===== config.mk =====
export PLATFORM = sky130hd
export DESIGN_NAME = channel_scanner
export DESIGN_NICKNAME = d
export VERILOG_FILES = /design/src/rtl/channel_scanner.sv
export SDC_FILE = /design/constraint.sdc
export NUM_CORES = 1
export LEC_CHECK = 0
export CAP_MARGIN = 20
export CORE_MARGIN = 5
export CORE_UTILIZATION = 54
export DETAILED_ROUTE_END_ITERATION = 16
export PLACE_DENSITY = 0.77
export SLEW_MARGIN = 15
export SYNTH_ARGS = -nofsm -noshare
export SYNTH_HDL_FRONTEND = slang
export SYNTH_SLANG_ARGS = --single-unit

===== constraint.sdc =====
create_clock -name iClk -period 2.01 [get_ports iClk]
set_clock_uncertainty 0.2 [all_clocks]
set_input_delay 0.3015 -clock iClk [delete_from_list [all_inputs] [get_ports iClk]]
set_output_delay 0.3015 -clock iClk [all_outputs]
set_load 0.02 [all_outputs]

===== src/rtl/channel_scanner.sv =====
// Round-robin select generator for a 4-to-1 channel selector: steps through
// the eligible channels on a dwell timer or on manual step requests.
module channel_scanner #(
  parameter int DWELL = 4
) (
  input  logic       iClk,
  input  logic       iRst,
  input  logic       iEn,
  input  logic [3:0] iMask,
  input  logic       iManual,
  input  logic       iStep,
  output logic       oS1,
  output logic       oS0,
  output logic       oValid,
  output logic       oWrap
);

  typedef enum logic {IDLE, SCAN} state_t;

  localparam logic [15:0] LastCnt = 16'(DWELL - 1);

  state_t      state_q;
  logic [1:0]  sel_q;
  logic [15:0] cnt_q;
  logic        wrap_q;
  logic        manual_q;
  logic [1:0]  nextSel;
  logic [1:0]  firstSel;
  logic        advWrap;

  // Searches cur+1, cur+2, cur+3 and falls back to cur itself.
  function automatic logic [1:0] nextElig(input logic [1:0] cur, input logic [3:0] mask);
    logic [1:0] idx;
    logic [1:0] res;
    res = cur;
    for (int k = 3; k >= 1; k--) begin
      idx = cur + 2'(k);
      if (mask[idx]) res = idx;
    end
    return res;
  endfunction

  function automatic logic [1:0] lowestElig(input logic [3:0] mask);
    logic [1:0] res;
    res = 2'd0;
    for (int k = 3; k >= 0; k--) begin
      if (mask[k]) res = 2'(k);
    end
    return res;
  endfunction

  assign nextSel  = nextElig(sel_q, iMask);
  assign firstSel = lowestElig(iMask);
  assign advWrap  = (nextSel <= sel_q);

  // A single-channel mask advances onto itself, which still counts as a wrap.
  always_ff @(posedge iClk) begin
    if (iRst) begin
      state_q  <= IDLE;
      sel_q    <= 2'd0;
      cnt_q    <= 16'd0;
      wrap_q   <= 1'b0;
      manual_q <= 1'b0;
    end else if (!iEn || (iMask == 4'd0)) begin
      state_q  <= IDLE;
      sel_q    <= 2'd0;
      cnt_q    <= 16'd0;
      wrap_q   <= 1'b0;
      manual_q <= iManual;
    end else begin
      manual_q <= iManual;
      case (state_q)
        IDLE: begin
          state_q <= SCAN;
          sel_q   <= firstSel;
          cnt_q   <= 16'd0;
          wrap_q  <= 1'b0;
        end
        default: begin
          if (!iMask[sel_q]) begin
            sel_q  <= nextSel;
            cnt_q  <= 16'd0;
            wrap_q <= advWrap;
          end else if (iManual != manual_q) begin
            cnt_q  <= 16'd0;
            wrap_q <= 1'b0;
          end else if (!iManual) begin
            if (cnt_q == LastCnt) begin
              sel_q  <= nextSel;
              cnt_q  <= 16'd0;
              wrap_q <= advWrap;
            end else begin
              cnt_q  <= cnt_q + 16'd1;
              wrap_q <= 1'b0;
            end
          end else begin
            cnt_q <= 16'd0;
            if (iStep) begin
              sel_q  <= nextSel;
              wrap_q <= advWrap;
            end else begin
              wrap_q <= 1'b0;
            end
          end
        end
      endcase
    end
  end

  assign oS1    = sel_q[1];
  assign oS0    = sel_q[0];
  assign oValid = (state_q == SCAN) & iMask[sel_q];
  assign oWrap  = wrap_q;

endmodule


==> images/density.png <==
11 x 11 tiles, from white (low) to dark blue (high), 0 to 100% covered.
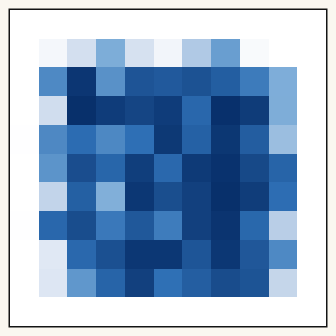
41% of the tiles are over 75% full. The mean over all tiles is 47%. The fullest tile reaches 100%. The densest ninth of the die: middle.

==> images/met3.png <==
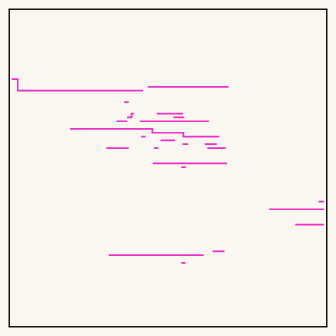
17 nets have wire on it. The layer holds 4.9% of the routed length. The longest straight run is 22.1 um.

==> CHANGELOG.md <==
## Flow update

- Crit Path Class: in2reg
- DR pass1 iterations: 4
- R2R depth: 9
- Placed cells: 180
- Reg2Reg Setup Slack: 40 ps
- Final setup margin: -8.79 ps
- Clk ins delay skew pair: 300 ps
- Row Count: 16
- Outcome: finished, violations left
- Worst-Margin Slew: 353 ps
- Grt ovf: 0
- Combinational gate area: 732 sq um
- Failing checks: negative setup slack
- Ys flops: 21
- Htree depth: 1
- Warnings, synthesis: 0
- Cell area leaders: dfxtp_1, xor2_1, nor2_1
- Endpoint class of the critical path: flip-flop
- Distinct lib cells: 37
- Cts bufs inserted: 3
- Die area: 3150 sq um
- Routed wire length: 3010 um
- GRT Resource Usage Total: 0.187
- Largest type area fraction: 0.366
- GPL Wtd Cong: 0.779
- Syn nets: 142
- TritonCTS clock tree: yes
- Yosys stat area: ~1100 sq um
- Post-synth seq share: 0.366
- Post-layout instance area: 1520 sq um
- Worst hold path type: reg2reg
- I/O Buffers: 12
- Cell count listed in synth_stat.txt: 130
- Core Area: 2000 sq um
- Die W: around 56 um
- Setup crit end: oWrap$_SDFF_PP0_
- Arr. time, crit path: 2050 ps
- Number of global-route vias before repair: between 1000 and 1500
- CP Launch Point: iMask[2]
- Vias post-DR: 1130
- Non-filler cells, final: between 150 and 200
- Reg clk slew, reported paths: roughly 110 ps
- Max Transition Viols Final: 0
- Fp util: 0.574
- Top cells by count: dfxtp_1, nor2_1, nand3_1, xor2_1, nand2_1
- Via/cell ratio: 5.95
- Unrepaired setup endpoints after global routing: yes
- Filler cell count: 141
- Critical Path Start Type: primary input
- I/O pins: 13
- Number of enable flip-flop cells: 0
- Worst r2r src: sel_q[0]$_SDFFE_PP0P_
- Area leader, netlist: dfxtp_1
- Place WS: -460 ps
- Final Hold Slack: roughly 290 ps
- P&R area growth vs syn: 32.5%
- Final Net Count: between 150 and 200
- DP Area: 1390 sq um
- Max cap viols: 0
- Final setup fails: 1
- Tool warnings: 27
- PD cells: just over 500 nW/um^2
- Cell Area, Synth: 1150 sq um
- Avg WL per Cell: 15.8 um
- Ys flop type: dfxtp_1
- Slew margin rel.: 0.764
- CP max FO: 4
- RR Endpoint: oWrap$_SDFF_PP0_
- Antenna Nets Post-Route: 0
- Initial antenna violation count: 0
==> images/clock_map.png <==
Bar = 20 um.
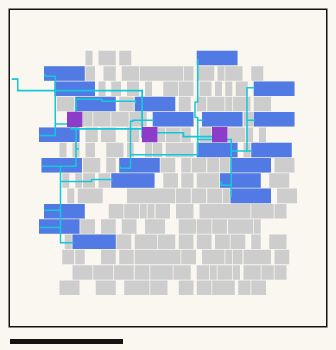
flip-flops: drawn in blue, count 21. clock wires: drawn in cyan, length 227 um. cells driving clock nets: drawn in purple, count 3.
There are 4 routed clock nets.

[flip-flops by register name, summed over array words and instances (netlist names)]
name	count
sel_q	2
state_q	1
manual_q	1
oWrap	1
cnt_q	16
[how the worst min path moves through the flow]
stage                                      end  cells past startpoint  slack (ps)                  from
after floorplan            manual_q$_SDFF_PP0_                      1         170                  iRst
after CTS                  cnt_q[0]$_SDFF_PP0_                      1         290   cnt_q[0]$_SDFF_PP0_
after detailed placement   cnt_q[0]$_SDFF_PP0_                      1         270   cnt_q[0]$_SDFF_PP0_
final                      cnt_q[0]$_SDFF_PP0_                      1         290   cnt_q[0]$_SDFF_PP0_
after global routing      cnt_q[15]$_SDFF_PP0_                      2         340  cnt_q[15]$_SDFF_PP0_
after global placement     cnt_q[0]$_SDFF_PP0_                      1         260   cnt_q[0]$_SDFF_PP0_
[area by class of cell]
cell class                 instances  area share
clock buffer                       4      0.0172
tap                               27      0.0222
timing repair buffer              33       0.190
sequential                        21       0.278
multi-input combinational        100       0.480
inverter                           5      0.0123
[per-layer routing]
metal / global-route usage / share of wire / up-vias
li1: - / - / 544
met2: 0.294 / 0.48 / 36
met5: 0 / 0 / -
met4: 0.0576 / 0.017 / 0
met1: 0.248 / 0.46 / 538
met3: 0.0534 / 0.049 / 12
[critical path, cell delays in order]
cell	delay [ps]
clkdlybuf4s50_1	410
buf_4	170
nor2_4	120
nand2_2	70
and3_4	180
ha_4	210
nor2b_1	130
o21ai_1	150
nand3_1	110
a31oi_1	190
[logic make-up (layout without fill, tap and decap cells)]
group	Yosys count	in the layout	synth area share
xor+xnor	11	11	0.0838
buf+inv	9	42	0.0424
fa+ha+maj	3	3	0.0326
simple gates	64	64	0.333
compound gates	20	20	0.114
mux	2	2	0.0283
flops	21	21	0.366
[stage by stage]
stage	power (mW)	TNS, ps
5_1_grt	0.803	-644
3_5_place_dp	0.548	-5190
6_report	0.768	-8.79
3_3_place_gp	0.544	-4740
4_1_cts	0.751	0
2_1_floorplan	0.486	0
[what timing repair did]
| item | 4_1_cts | 5_1_grt |
|---|---|---|
| gates resized | 15 | 12 |
| hold buffers | 0 | 0 |
| setup endpoints to repair | 2 | 14 |
| buffers inserted | 6 | 0 |
| pin swaps | 3 | 5 |
[cell usage in the layout, fill, tap and decap left out, types with 3 or more instances in the layout]
| cell type | Yosys | layout |
|---|---|---|
| xor2_1 | 8 | 8 |
| nor2_1 | 15 | 14 |
| nand2_1 | 7 | 6 |
| a211oi_1 | 4 | 4 |
| dfxtp_1 | 21 | 19 |
| nor2b_1 | 5 | 4 |
| or4_1 | 3 | 3 |
| buf_6 | 2 | 4 |
| clkbuf_4 | 0 | 3 |
| nor4_1 | 3 | 3 |
| xnor2_1 | 3 | 3 |
| buf_4 | 0 | 18 |
| nand4_1 | 4 | 4 |
| inv_1 | 5 | 5 |
| a21oi_1 | 4 | 3 |
| nand3_1 | 8 | 8 |
| clkdlybuf4s50_1 | 0 | 8 |
| and3_1 | 5 | 4 |
[power breakdown]
group | leakage, nW | internal (mW) | total [mW] | switching (mW)
Sequential | 0.171 | 0.421 | 0.426 | 0.00480
Clock | 0.0150 | 0.0774 | 0.200 | 0.123
Combinational | 0.412 | 0.0774 | 0.142 | 0.0643
Power figures rest on the tool's default switching activity, not on a simulated workload.
